### Power grid, run 1

Bar = 20 um. Pins as bars on the die edge. Tap cells in grey.
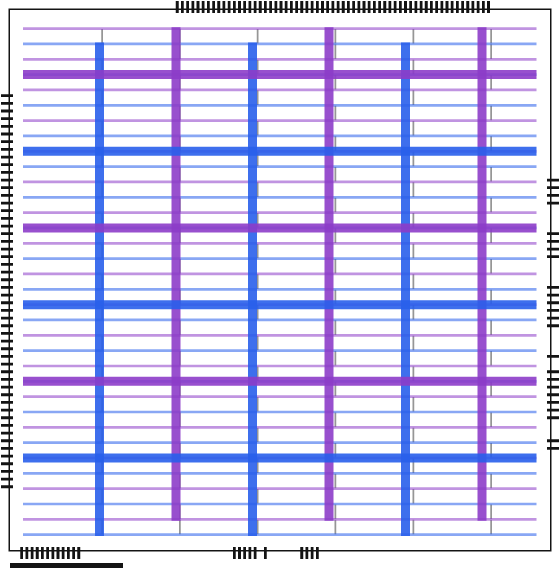
### Cell classes on the final placement, run 1

Bar = 20 um.
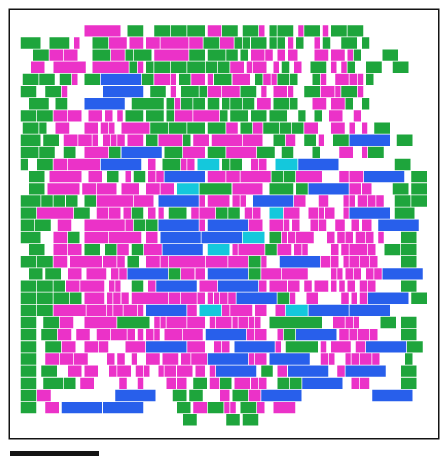
### Clock distribution, run 1

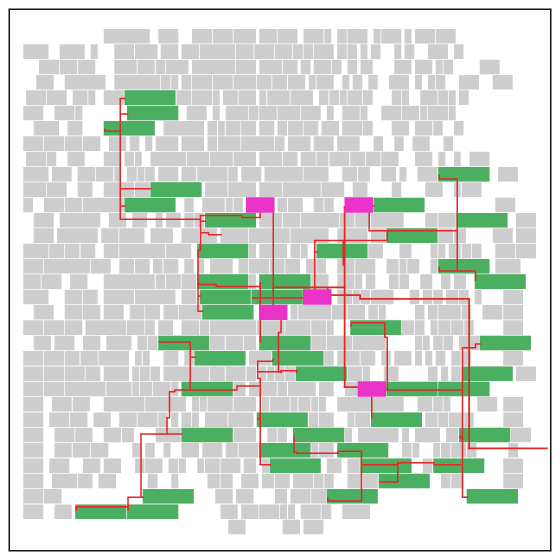
[config.mk]
export PLATFORM = sky130hd
export DESIGN_NAME = bloom_filter_loader_flat
export DESIGN_NICKNAME = d
export VERILOG_FILES = /design/src/rtl/bloom_filter_loader_if.sv /design/src/rtl/bloom_filter_loader.sv /design/src/flat_wrapper.sv
export SDC_FILE = /design/constraint.sdc
export NUM_CORES = 1
export LEC_CHECK = 0
export ABC_CLOCK_PERIOD_IN_PS = 2800
export CAP_MARGIN = 10
export CORE_MARGIN = 2
export CORE_UTILIZATION = 43
export DETAILED_ROUTE_END_ITERATION = 8
export PLACE_DENSITY = 0.82
export SETUP_SLACK_MARGIN = 0.15
export SYNTH_ARGS = -nofsm -noshare
export SYNTH_HDL_FRONTEND = slang
export SYNTH_SLANG_ARGS = --single-unit
[constraint.sdc]
create_clock -name clk -period 2.8 [get_ports clk]
set_clock_uncertainty 0.15 [all_clocks]
set_input_delay 0.56 -clock clk [delete_from_list [all_inputs] [get_ports clk]]
set_output_delay 0.56 -clock clk [all_outputs]
set_load 0.005 [all_outputs]
[src/rtl/bloom_filter_loader_if.sv]
// Insert-request and bit-array RAM signal bundle for the Bloom filter loader.
// Ports: ins_valid/ins_ready/src_ip/dest_ip (insert handshake), mem_* (word-wide sync RAM port).
// slave modport = loader view; master modport = the rule-programming path plus the RAM.
interface bloom_filter_loader_if #(
   parameter int WORD_W = 32,
   parameter int ADDR_W = 5
);
   logic              ins_valid;
   logic              ins_ready;
   logic [31:0]       src_ip;
   logic [31:0]       dest_ip;
   logic              mem_rd_en;
   logic [ADDR_W-1:0] mem_addr;
   logic [WORD_W-1:0] mem_rd_data;
   logic              mem_wr_en;
   logic [WORD_W-1:0] mem_wr_data;

   modport master (
      output ins_valid, src_ip, dest_ip, mem_rd_data,
      input  ins_ready, mem_rd_en, mem_addr, mem_wr_en, mem_wr_data
   );

   modport slave (
      input  ins_valid, src_ip, dest_ip, mem_rd_data,
      output ins_ready, mem_rd_en, mem_addr, mem_wr_en, mem_wr_data
   );
endinterface

[src/rtl/bloom_filter_loader.sv]
// Purpose: Bloom filter write side; hashes (src_ip, dest_ip) to two bits and sets each by RAM read-modify-write; clears the array on clr_req.
// Latency: insert accepted at T, writes at T+2 and T+4, ins_done at T+5; clear takes 2^ADDR_W write cycles plus a done cycle.
// Backpressure: ins_ready drops for the whole insert/clear; a held clr_req waits for the running insert and beats a same-cycle insert.
// Ports: clk, rst_n (async active-low); bus (slave: insert handshake + RAM port); clr_req;
//        busy, ins_done, clr_done, ins_count; dup_count when BLOOM_LOADER_DUP_COUNT_EN is defined.
// Optional feature macro: BLOOM_LOADER_DUP_COUNT_EN (counts inserts whose two bits were both already set).
module bloom_filter_loader #(
   parameter int BIT_ARRAY_SIZE = 1024,
   parameter int HASH_WIDTH     = $clog2(BIT_ARRAY_SIZE),
   parameter int WORD_W         = 32,
   parameter int ADDR_W         = HASH_WIDTH - $clog2(WORD_W)
) (
   input  logic                 clk,
   input  logic                 rst_n,
   bloom_filter_loader_if.slave bus,
   input  logic                 clr_req,
   output logic                 busy,
   output logic                 ins_done,
   output logic                 clr_done,
   output logic [15:0]          ins_count
`ifdef BLOOM_LOADER_DUP_COUNT_EN
   ,
   output logic [15:0]          dup_count
`endif
);
   localparam int HW    = HASH_WIDTH;
   localparam int BIT_W = $clog2(WORD_W);

   typedef enum logic [2:0] {
      S_IDLE,
      S_RD1,
      S_WR1,
      S_RD2,
      S_WR2,
      S_CLEAR
   } state_t;

   state_t            state_q, state_d;
   logic [HW-1:0]     h1_q, h1_d;
   logic [HW-1:0]     h2_q, h2_d;
   logic [ADDR_W-1:0] clr_addr_q, clr_addr_d;
   logic [15:0]       ins_count_q, ins_count_d;
   logic              ins_done_q, ins_done_d;
   logic              clr_done_q, clr_done_d;
`ifdef BLOOM_LOADER_DUP_COUNT_EN
   logic              dup1_q, dup1_d;
   logic [15:0]       dup_count_q, dup_count_d;
`endif

   // Hash of the offered pair; must match the query path bit-for-bit.
   logic [31:0]       hash_x;
   logic [HW-1:0]     h1_new;
   logic [HW-1:0]     h2_new;
   logic              unused_hash_bits;

   assign hash_x = bus.src_ip ^ {bus.dest_ip[15:0], bus.dest_ip[31:16]};
   assign h1_new = hash_x[HW-1:0] ^ hash_x[31:32-HW];
   assign h2_new = bus.src_ip[HW-1:0] + bus.dest_ip[HW-1:0] + bus.dest_ip[31:32-HW];
   // Middle bits of the IPs do not feed either hash.
   assign unused_hash_bits = ^{hash_x, bus.src_ip, bus.dest_ip};

   logic [ADDR_W-1:0] a1, a2;
   logic [BIT_W-1:0]  b1, b2;
   assign a1 = h1_q[HW-1:BIT_W];
   assign b1 = h1_q[BIT_W-1:0];
   assign a2 = h2_q[HW-1:BIT_W];
   assign b2 = h2_q[BIT_W-1:0];

   logic              ins_ready_c;
   logic              rd_en_c;
   logic              wr_en_c;
   logic [ADDR_W-1:0] addr_c;
   logic [WORD_W-1:0] wr_data_c;

   always_comb begin
      state_d     = state_q;
      h1_d        = h1_q;
      h2_d        = h2_q;
      clr_addr_d  = clr_addr_q;
      ins_count_d = ins_count_q;
      ins_done_d  = 1'b0;
      clr_done_d  = 1'b0;
`ifdef BLOOM_LOADER_DUP_COUNT_EN
      dup1_d      = dup1_q;
      dup_count_d = dup_count_q;
`endif
      ins_ready_c = 1'b0;
      rd_en_c     = 1'b0;
      wr_en_c     = 1'b0;
      addr_c      = '0;
      wr_data_c   = '0;

      case (state_q)
         S_IDLE: begin
            ins_ready_c = !clr_req;
            if (clr_req) begin
               clr_addr_d = '0;
               state_d    = S_CLEAR;
            end else if (bus.ins_valid) begin
               h1_d    = h1_new;
               h2_d    = h2_new;
               state_d = S_RD1;
            end
         end
         S_RD1: begin
            rd_en_c = 1'b1;
            addr_c  = a1;
            state_d = S_WR1;
         end
         S_WR1: begin
            wr_en_c   = 1'b1;
            addr_c    = a1;
            wr_data_c = bus.mem_rd_data | (WORD_W'(1) << b1);
`ifdef BLOOM_LOADER_DUP_COUNT_EN
            dup1_d    = bus.mem_rd_data[b1];
`endif
            state_d   = S_RD2;
         end
         S_RD2: begin
            // The RAM is write-before-read, so if a2==a1 this returns the WR1 word.
            rd_en_c = 1'b1;
            addr_c  = a2;
            state_d = S_WR2;
         end
         S_WR2: begin
            wr_en_c    = 1'b1;
            addr_c     = a2;
            wr_data_c  = bus.mem_rd_data | (WORD_W'(1) << b2);
            ins_done_d = 1'b1;
            if (ins_count_q != 16'hFFFF) begin
               ins_count_d = ins_count_q + 16'd1;
            end
`ifdef BLOOM_LOADER_DUP_COUNT_EN
            if (dup1_q && bus.mem_rd_data[b2] && (dup_count_q != 16'hFFFF)) begin
               dup_count_d = dup_count_q + 16'd1;
            end
`endif
            state_d    = S_IDLE;
         end
         S_CLEAR: begin
            wr_en_c    = 1'b1;
            addr_c     = clr_addr_q;
            clr_addr_d = clr_addr_q + 1'b1;
            if (clr_addr_q == {ADDR_W{1'b1}}) begin
               ins_count_d = '0;
`ifdef BLOOM_LOADER_DUP_COUNT_EN
               dup_count_d = '0;
`endif
               clr_done_d  = 1'b1;
               state_d     = S_IDLE;
            end
         end
         default: begin
            state_d = S_IDLE;
         end
      endcase
   end

   always_ff @(posedge clk or negedge rst_n) begin
      if (!rst_n) begin
         state_q     <= S_IDLE;
         h1_q        <= '0;
         h2_q        <= '0;
         clr_addr_q  <= '0;
         ins_count_q <= '0;
         ins_done_q  <= 1'b0;
         clr_done_q  <= 1'b0;
`ifdef BLOOM_LOADER_DUP_COUNT_EN
         dup1_q      <= 1'b0;
         dup_count_q <= '0;
`endif
      end else begin
         state_q     <= state_d;
         h1_q        <= h1_d;
         h2_q        <= h2_d;
         clr_addr_q  <= clr_addr_d;
         ins_count_q <= ins_count_d;
         ins_done_q  <= ins_done_d;
         clr_done_q  <= clr_done_d;
`ifdef BLOOM_LOADER_DUP_COUNT_EN
         dup1_q      <= dup1_d;
         dup_count_q <= dup_count_d;
`endif
      end
   end

   // RAM strobes decode straight from state so an async reset kills a pending write at once.
   assign bus.ins_ready   = ins_ready_c;
   assign bus.mem_rd_en   = rd_en_c;
   assign bus.mem_wr_en   = wr_en_c;
   assign bus.mem_addr    = addr_c;
   assign bus.mem_wr_data = wr_data_c;

   assign busy      = (state_q != S_IDLE);
   assign ins_done  = ins_done_q;
   assign clr_done  = clr_done_q;
   assign ins_count = ins_count_q;
`ifdef BLOOM_LOADER_DUP_COUNT_EN
   assign dup_count = dup_count_q;
`endif
endmodule

[src/flat_wrapper.sv]
// flat-port wrapper written by rule: the top's interface ports become plain ports
module bloom_filter_loader_flat 
#(
   parameter int BIT_ARRAY_SIZE = 1024,
   parameter int HASH_WIDTH     = $clog2(BIT_ARRAY_SIZE),
   parameter int WORD_W         = 32,
   parameter int ADDR_W         = HASH_WIDTH - $clog2(WORD_W)
)
  (clk, rst_n, clr_req, busy, ins_done, clr_done, ins_count, bus_ins_valid, bus_src_ip, bus_dest_ip, bus_mem_rd_data, bus_ins_ready, bus_mem_rd_en, bus_mem_addr, bus_mem_wr_en, bus_mem_wr_data);
  bloom_filter_loader_if #(.WORD_W(WORD_W), .ADDR_W(ADDR_W)) bus_i ();
  input  logic clk;
  input  logic rst_n;
  input  logic clr_req;
  output logic busy;
  output logic ins_done;
  output logic clr_done;
  output logic [15:0] ins_count;
  input wire logic [$bits(bus_i.ins_valid)-1:0] bus_ins_valid;
  input wire logic [$bits(bus_i.src_ip)-1:0] bus_src_ip;
  input wire logic [$bits(bus_i.dest_ip)-1:0] bus_dest_ip;
  input wire logic [$bits(bus_i.mem_rd_data)-1:0] bus_mem_rd_data;
  output wire logic [$bits(bus_i.ins_ready)-1:0] bus_ins_ready;
  output wire logic [$bits(bus_i.mem_rd_en)-1:0] bus_mem_rd_en;
  output wire logic [$bits(bus_i.mem_addr)-1:0] bus_mem_addr;
  output wire logic [$bits(bus_i.mem_wr_en)-1:0] bus_mem_wr_en;
  output wire logic [$bits(bus_i.mem_wr_data)-1:0] bus_mem_wr_data;
  assign bus_i.ins_valid = bus_ins_valid;
  assign bus_i.src_ip = bus_src_ip;
  assign bus_i.dest_ip = bus_dest_ip;
  assign bus_i.mem_rd_data = bus_mem_rd_data;
  assign bus_ins_ready = bus_i.ins_ready;
  assign bus_mem_rd_en = bus_i.mem_rd_en;
  assign bus_mem_addr = bus_i.mem_addr;
  assign bus_mem_wr_en = bus_i.mem_wr_en;
  assign bus_mem_wr_data = bus_i.mem_wr_data;
  bloom_filter_loader #(.BIT_ARRAY_SIZE(BIT_ARRAY_SIZE), .HASH_WIDTH(HASH_WIDTH), .WORD_W(WORD_W), .ADDR_W(ADDR_W)) u_core (.clk(clk), .rst_n(rst_n), .bus(bus_i), .clr_req(clr_req), .busy(busy), .ins_done(ins_done), .clr_done(clr_done), .ins_count(ins_count));
endmodule
==> summary.rpt, run 1 <==
PHYSICAL IMPLEMENTATION REPORT
----------------------------------------------------
[Worst setup path]
  Worst r2r dst ........................ u_core.clr_addr_q[2]
  R2R Setup Slk ........................ 0.58 ns
  Crit path required time ........................ 2.09 ns
  Cell family with the largest share of critical-path delay ........................ buffers and inverters
  Setup CP Type ........................ reg2out
  Critical-path top delay cell ........................ sky130_fd_sc_hd__dfrtp_1
  Logic depth of the worst setup path including buffers ........................ 11
  Source of the worst register-to-register timing path ........................ u_core.state_q[0]
  Peak per-stage delay on the critical path ........................ about 0.42 ns
  CP bufs+invs ........................ 5
  List of cells traversed by the critical path ........................ nor2b_4 -> nand2_4 -> clkinv_8 -> mux2i_4 -> buf_12 -> buf_6 -> nand2b_4 -> nor2_4 -> buf_6 -> a22o_1 -> buf_2
  Category of the worst setup path capture point ........................ output port
  Depth of the worst register-to-register path ........................ 7
  Max Fanout on Critical Path ........................ 6
  Start point of the critical path ........................ u_core.state_q[1]
  CP Launch Type ........................ flop
  Worst setup path endpoint ........................ bus_mem_wr_data[21]
  Most used cell along the critical path ........................ sky130_fd_sc_hd__buf_6

[Synth]
  Count of synthesis-stage warnings from yosys ........................ 0
  Count of instantiated cells in the yosys netlist ........................ about 430
  Distinct cell type count of the synthesized netlist ........................ around 53
  Post-Syn Area ........................ about 0.0036 sq mm
  Dominant flop cell ........................ sky130_fd_sc_hd__dfrtp_1
  Largest area contributor in the synthesized netlist ........................ sky130_fd_sc_hd__dfrtp_1
  Post-Synthesis Mean Instance Area ........................ 8.50 sq um
  Number of enable-type register cells in the synthesized netlist ........................ 0
  Net Count, Synth ........................ 547
  Synthesized registers ........................ ~46
  Commonest cells post-synth ........................ sky130_fd_sc_hd__nand2_1, sky130_fd_sc_hd__o21ai_0, sky130_fd_sc_hd__dfrtp_1
  Chip area estimate from yosys synthesis ........................ 0.00362 sq mm
  Proportion of synthesized chip area in sequential cells ........................ about a third
  Synthesized instance count ........................ approximately 430
  Most frequent cell after synthesis ........................ sky130_fd_sc_hd__nand2_1
  Largest type area fraction ........................ roughly a third
  Top cells by area ........................ sky130_fd_sc_hd__dfrtp_1, sky130_fd_sc_hd__o21ai_0, sky130_fd_sc_hd__xnor2_1
  Synth async-reset ratio ........................ 100%

[Layout]
  Flop area ........................ approximately 0.0012 sq mm
  Final cell utilization of the core ........................ around three quarters
  Final layout net count ........................ 764
  Share of final-layout standard cells stronger than drive strength 1 ........................ approximately a third
  Combinational cell area excluding buffers and inverters ........................ ~0.0027 sq mm
  Area growth, synth to finish ........................ 71.9%
  Non-filler cells in the finished layout ........................ 749
  Top cell excl fill/tap ........................ sky130_fd_sc_hd__clkdlybuf4s50_1
  Antenna diodes ........................ 0
  Most frequently placed logic cells in the final layout ........................ sky130_fd_sc_hd__clkdlybuf4s50_1, sky130_fd_sc_hd__nand2_1, sky130_fd_sc_hd__buf_4
  Layout filler cell count ........................ about 530

[CTS]
  TritonCTS sink count ........................ roughly 46
  Count of hold-fix buffers inserted at cts ........................ 0
  CTS Root Buffer Type ........................ sky130_fd_sc_hd__clkbuf_8
  Buffer depth of the longest clock path ........................ 2
  Deepest level of the CTS H-tree ........................ 2
  TritonCTS clock tree ........................ done
  Total clock buffers created by CTS ........................ 5

[Final timing]
  Achievable frequency ........................ around 340 MHz
  Setup repair after global routing missed its margin ........................ true
  Slew of the pin with the lowest slew margin ........................ 0.704 ns
  Max-slew violation count ........................ 0
  Final Cycle Share ........................ 104%
  Smallest hold slack ........................ 0.145 ns
  Final setup vio count ........................ 15
  Final period demand of the worst path ........................ 2.91 ns
  Worst rel slew slack ........................ ~53%
  Worst setup slack after layout ........................ -0.115 ns
  Total count of hold-check failures in the final report ........................ 0

[Detailed routing]
  Via count ........................ about 4300
  Post-route DRC violation count ........................ 0
  Avg WL per Cell ........................ roughly 18 um
  Router iterations before antenna repair ........................ 5
  Number of design-rule violations left by the first detailed-router iteration ........................ ~330
  Final ANT Viol Nets ........................ 0
  DRT Wirelength ........................ between 10000 and 15000 um
  Via density ........................ around 5.7

[Placed design]
  Pre-CTS WS ........................ -0.500 ns
  DPL Wire Length ........................ between 8000 and 9000 um
  Count of port buffers added during placement ........................ between 100 and 150
  Cell Count Post-Placement ........................ ~710
  Gp weighted congestion ........................ around 0.86

[Min path]
  Path type of the worst min-delay path ........................ in2async

[Floorplan]
  Vertical extent of the die ........................ ~96 um
  Starting density of the core ........................ approximately 44%
  Standard-cell rows ........................ 33
  Boundary Pins ........................ roughly 160
  Die area ........................ ~0.0092 sq mm
  Horiz. Die Dim ........................ 95.8 um
  Placeable core area ........................ about 0.0082 sq mm

[Run]
  Max-cap viol count ........................ 0
  Warning total across the stage logs ........................ roughly 40

[Power and ir drop]
  Maximum vdd drop ........................ about 400 uV
  Leakage power summed over all cells ........................ 0.00275 uW
  PnR Total Power ........................ roughly 5200 uW
  Power per Cell Area ........................ between 800 and 900 mW/mm^2

[Status]
  Outcome ........................ finished, violations left
  Violated checks ........................ negative setup slack

[Global routing]
  Total overflow reported by the global router ........................ 0
  First-pass GRT wire length ........................ between 15000 and 20000 um
  Global-route usage over all layers ........................ a little over a quarter
  Maximum number of pins on one net before global-route repair ........................ 34
  Via count of the first global-routing pass ........................ slightly above 4000
  Antenna violations before repair ........................ 0

----------------------------------------------------
## Picture notes: 'Power grid'
VDD: in purple. VSS: in blue.
The core has 33 rows. 159 signal pins sit on the boundary. 6 straps on met4.

## Picture notes: 'Cell classes on the final placement'
combinational and other logic: in magenta, cells 362, share of their area 45%. other buffers and delay cells: in green, cells 228, share of their area 34%. flops: in blue, cells 46, share of their area 19%. clock drivers and dummy loads: in cyan, cells 8, share of their area 1.7%.

## Picture notes: 'Clock distribution'
clock drivers: in magenta, count 5. clock wires: in red, length 592 um. flip-flops: in green, count 46.
There are 6 routed clock nets.

run 1: cells by family after synthesis:
group           share of synthesized area, %
simple gates                            19.4
compound gates                          20.8
flops                                   31.8
xor+xnor                                9.91
buf+inv                                 3.66
fa+ha+maj                               9.33
mux                                     5.18
run 1: how the worst min path moves through the flow:
stage	start	endpoint	slack (ns)	depth (start not counted)
floorplan	rst_n	u_core.clr_addr_q[0]	0.11	0
global placement	u_core.h1_q[0]	u_core.h1_q[0]	0.33	2
detailed placement	u_core.clr_addr_q[3]	u_core.clr_addr_q[3]	0.33	1
CTS	rst_n	u_core.ins_count[4]	0.17	1
global route	rst_n	u_core.ins_count[5]	0.20	1
finish	rst_n	u_core.ins_count[0]	0.15	1
run 1: metrics by stage:
step / instance area [sq um] / TNS (ns)
3_3_place_gp: 5530 / -3.91
3_5_place_dp: 5530 / -4.90
4_1_cts: 5980 / -0.145
6_report: 6230 / -0.821
2_1_floorplan: 3630 / 0
5_1_grt: 6230 / -2.45
run 1: power by group:
part	switching, uW	internal, uW
combinational	1770	1890
clock	238	227
sequential	251	855
run 1: layout make-up:
cell class,instances,area share (%)
multi-input cells,349,43.4
repair buffers,228,33.3
flip-flops and latches,46,18.5
well taps,105,2.11
clock buffers,7,1.55
inverters,13,1.02
clock inverters,1,0.141
run 1: per-layer routing:
metal	wire (um)	track usage (%)
met5	0	0
met2	7000	49.3
met4	656	8.81
met1	4930	31.7
met3	821	3.68
run 1: registers in the layout (all words and copies together) (netlist names):
signal	flops
u_core.clr_addr_q	5
u_core.state_q	3
u_core.clr_done	1
u_core.h1_q	10
u_core.ins_done	1
u_core.h2_q	10
u_core.ins_count	16
run 1: repair_timing:
item,4_1_cts,5_1_grt
pin swaps,35,33
gates cloned,1,0
resized,242,57
setup buffers,18,11
setup endpoints to repair,43,39
### Congestion heat map, run 1

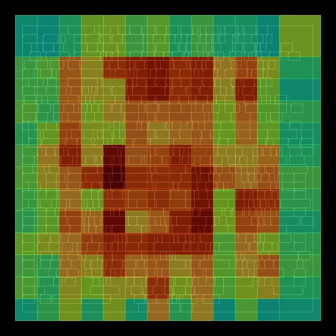

==> run 1 -> run 2 <==
--- a/constraint.sdc
+++ b/constraint.sdc
@@ -4,2 +4,2 @@
 set_output_delay 0.56 -clock clk [all_outputs]
-set_load 0.005 [all_outputs]
+set_load 0.1 [all_outputs]
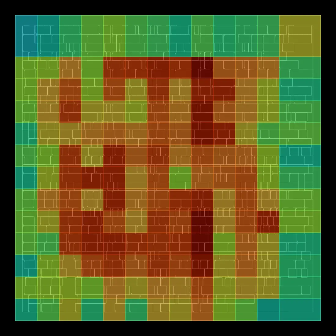
*Congestion heat map, run 2*
met3 track demand over resource: 4.07%
global-route usage over all layers: 26.1%
layer with the highest usage: met2
final cell utilization of the core: 84.1%

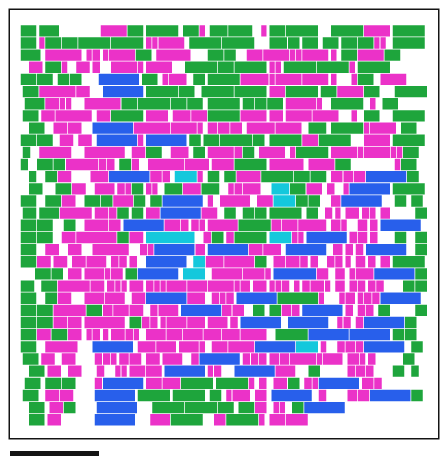
*Cell classes on the final placement, run 2*
Bar = 20 um.
flops: in blue, cells 46, share of their area 17%. combinational and other logic: in magenta, cells 362, share of their area 46%. clock drivers and dummy loads: in cyan, cells 8, share of their area 1.7%. other buffers and delay cells: in green, cells 204, share of their area 35%.
placeable core area: 0.00818 sq mm
standard-cell rows: 33
final instance area: 0.00687 sq mm
Seq area share: 16.8%

==> run 2 against run 1 <==
The flow still finishes with violations (negative setup slack); worst setup slack got worse by 0.084 ns; register-to-register slack got worse by 0.11 ns; maximum frequency fell by 2.8%; via count decreased by 0.21%.
==> summary.rpt, run 2 <==
PHYSICAL IMPLEMENTATION REPORT
----------------------------------------------------
[Status]
  Outcome ........................ finished, violations left
  Violated checks ........................ negative setup slack

[Placed design]
  Count of port buffers added during placement ........................ 146
  DPL Wire Length ........................ between 9000 and 10000 um
  Pre-CTS WS ........................ -0.520 ns
  Cell Count Post-Placement ........................ 691
  Gp weighted congestion ........................ between 0.8 and 0.9

[Worst setup path]
  Setup CP Type ........................ reg2out
  Max Fanout on Critical Path ........................ 7
  Category of the worst setup path capture point ........................ output port
  Crit path required time ........................ between 2 and 2.5 ns
  CP Launch Type ........................ flop

[Layout]
  Non-filler cells in the finished layout ........................ 725
  Share of final-layout standard cells stronger than drive strength 1 ........................ 38.9%
  Most frequently placed logic cells in the final layout ........................ sky130_fd_sc_hd__clkdlybuf4s50_1, sky130_fd_sc_hd__buf_4, sky130_fd_sc_hd__nand2_1
  Antenna diodes ........................ 0
  Number of flip-flops in the largest register ........................ 16
  Area growth, synth to finish ........................ 89.8%
  Layout filler cell count ........................ 441
  Top cell excl fill/tap ........................ sky130_fd_sc_hd__clkdlybuf4s50_1

[Synth]
  Post-Syn Area ........................ ~0.0036 sq mm
  AND/OR/NAND/NOR Cells, Area Fraction ........................ 19.4%
  MUX share of area ........................ 5.18%
  Number of enable-type register cells in the synthesized netlist ........................ 0
  Xor and xnor area share after synthesis ........................ 9.91%
  Adders+Majority by Area ........................ about a tenth
  Top cells by area ........................ sky130_fd_sc_hd__dfrtp_1, sky130_fd_sc_hd__o21ai_0, sky130_fd_sc_hd__xnor2_1
  Largest area contributor in the synthesized netlist ........................ sky130_fd_sc_hd__dfrtp_1
  Complex-gate fraction of the synthesized area ........................ approximately a fifth
  Synth async-reset ratio ........................ 100%
  Count of synthesis-stage warnings from yosys ........................ 0
  Post-Synthesis Mean Instance Area ........................ between 8 and 9 sq um
  Distinct cell type count of the synthesized netlist ........................ approximately 53
  Largest type area fraction ........................ between 30% and 40%
  Main logic family after synthesis ........................ AND-OR/OR-AND gates
  Proportion of synthesized chip area in sequential cells ........................ between 30% and 40%
  Chip area estimate from yosys synthesis ........................ between 0.003 and 0.004 sq mm
  Commonest cells post-synth ........................ sky130_fd_sc_hd__nand2_1, sky130_fd_sc_hd__o21ai_0, sky130_fd_sc_hd__dfrtp_1
  Synthesized registers ........................ roughly 46
  Most frequent cell after synthesis ........................ sky130_fd_sc_hd__nand2_1
  Count of instantiated cells in the yosys netlist ........................ approximately 430
  Synthesized instance count ........................ 426
  Dominant flop cell ........................ sky130_fd_sc_hd__dfrtp_1

[Detailed routing]
  Top layer in use ........................ met4
  Router iterations before antenna repair ........................ 4
  Avg WL per Cell ........................ a little over 20 um
  Final ANT Viol Nets ........................ 0
  Sum of met2 wire segment lengths after detailed routing ........................ roughly 8000 um
  DRT Wirelength ........................ between 10000 and 15000 um
  Total met3 wirelength after detailed routing ........................ 867 um
  Post-route DRC violation count ........................ 0
  Via count ........................ 4277
  Length of routed wiring on met1 ........................ 5350 um
  Via density ........................ ~6
  Number of design-rule violations left by the first detailed-router iteration ........................ 269

[Power and ir drop]
  Power per Cell Area ........................ approximately 1200 mW/mm^2
  Share of power burned in the clock network ........................ under 10%
  Switching power share of the total ........................ between 50% and 60%
  PnR Total Power ........................ 8240 uW
  Maximum vdd drop ........................ 755 uV
  Part of the power in registers ........................ a little over an eighth
  Net switching power ........................ about 4600 uW
  Leakage power summed over all cells ........................ 0.00283 uW
  P_int ........................ ~3600 uW

[Run]
  Warning total across the stage logs ........................ slightly above 40
  Max-cap viol count ........................ 0

[Final timing]
  Setup repair after global routing missed its margin ........................ true
  Final period demand of the worst path ........................ 3.00 ns
  Worst rel slew slack ........................ about three fifths
  Final Cycle Share ........................ 107%
  Smallest hold slack ........................ ~0.17 ns
  Worst setup slack after layout ........................ -0.199 ns
  Achievable frequency ........................ 333 MHz
  Final setup vio count ........................ 32
  Slew of the pin with the lowest slew margin ........................ between 0.5 and 0.6 ns

[CTS]
  TritonCTS sink count ........................ 46
  TritonCTS clock tree ........................ done
  Buffer depth of the longest clock path ........................ 2
  Deepest level of the CTS H-tree ........................ 2
  Total clock buffers created by CTS ........................ 5
  CTS Root Buffer Type ........................ sky130_fd_sc_hd__clkbuf_8
  Count of hold-fix buffers inserted at cts ........................ 0

[Min path]
  Path type of the worst min-delay path ........................ in2async

[Floorplan]
  Horiz. Die Dim ........................ 95.8 um
  Vertical extent of the die ........................ roughly 96 um
  Boundary Pins ........................ around 160

[Global routing]
  Met1 global-route usage ........................ 28.2%
  Via count of the first global-routing pass ........................ 3985
  Maximum number of pins on one net before global-route repair ........................ approximately 47
  Total overflow reported by the global router ........................ 0
  Met2 global-route usage ........................ 51.5%
  First-pass GRT wire length ........................ roughly 19000 um
  Antenna violations before repair ........................ 0

----------------------------------------------------
[run 2: cell counts after synthesis]
No cell type changed its count.
[run 2: path summary, 6_finish.rpt]
kind,from,endpoint,slack (ns),cells after the start
setup / recovery,u_core.state_q[1],bus_mem_wr_data[19],-0.20,9
hold / removal,rst_n,u_core.ins_count[4],0.17,2
setup reg to reg,u_core.state_q[0],u_core.h2_q[2],0.47,7
hold reg to reg,u_core.ins_count[14],u_core.ins_count[14],0.37,1
max in group asynchronous,rst_n,u_core.ins_count[6],1.91,2
min in group clk,u_core.ins_count[14],u_core.ins_count[14],0.37,1
[run 2: power by group through the flow]
stage               registers, uW  clock network [uW]  logic (uW)
floorplan                    1210                   0        3690
global placement             1060                   0        5570
detailed placement           1070                   0        5680
CTS                          1070                 525        5880
global route                 1140                 564        6780
finish                       1120                 542        6580
[run 2: area by class of cell]
type,instances,area [sq um],area share (%)
multi-input combinational,349,3030,44.1
timing repair buffer,204,2380,34.6
sequential,46,1150,16.8
tap,105,131,1.91
clock buffer,5,68.8,1.00
inverter,13,63.8,0.928
clock inverter,3,48.8,0.710
[run 2: worst max-delay path, cell delays in order, from the launching register on]
cell and delay, ns:
sky130_fd_sc_hd__dfrtp_1 0.42, sky130_fd_sc_hd__nor2b_4 0.17, sky130_fd_sc_hd__nand2_4 0.11, sky130_fd_sc_hd__clkinv_8 0.10
sky130_fd_sc_hd__mux2i_4 0.38, sky130_fd_sc_hd__buf_4 0.19, sky130_fd_sc_hd__nor3_4 0.04, sky130_fd_sc_hd__buf_4 0.14
sky130_fd_sc_hd__a22o_4 0.23, sky130_fd_sc_hd__buf_12 0.16
[run 2: repair_timing]
action / in CTS / in global routing
gates cloned: 0 / 1
pin swaps: 19 / 34
endpoints found under the setup margin: 41 / 42
buffers inserted: 8 / 17
resized: 28 / 64
Power and IR drop assume default switching activity.
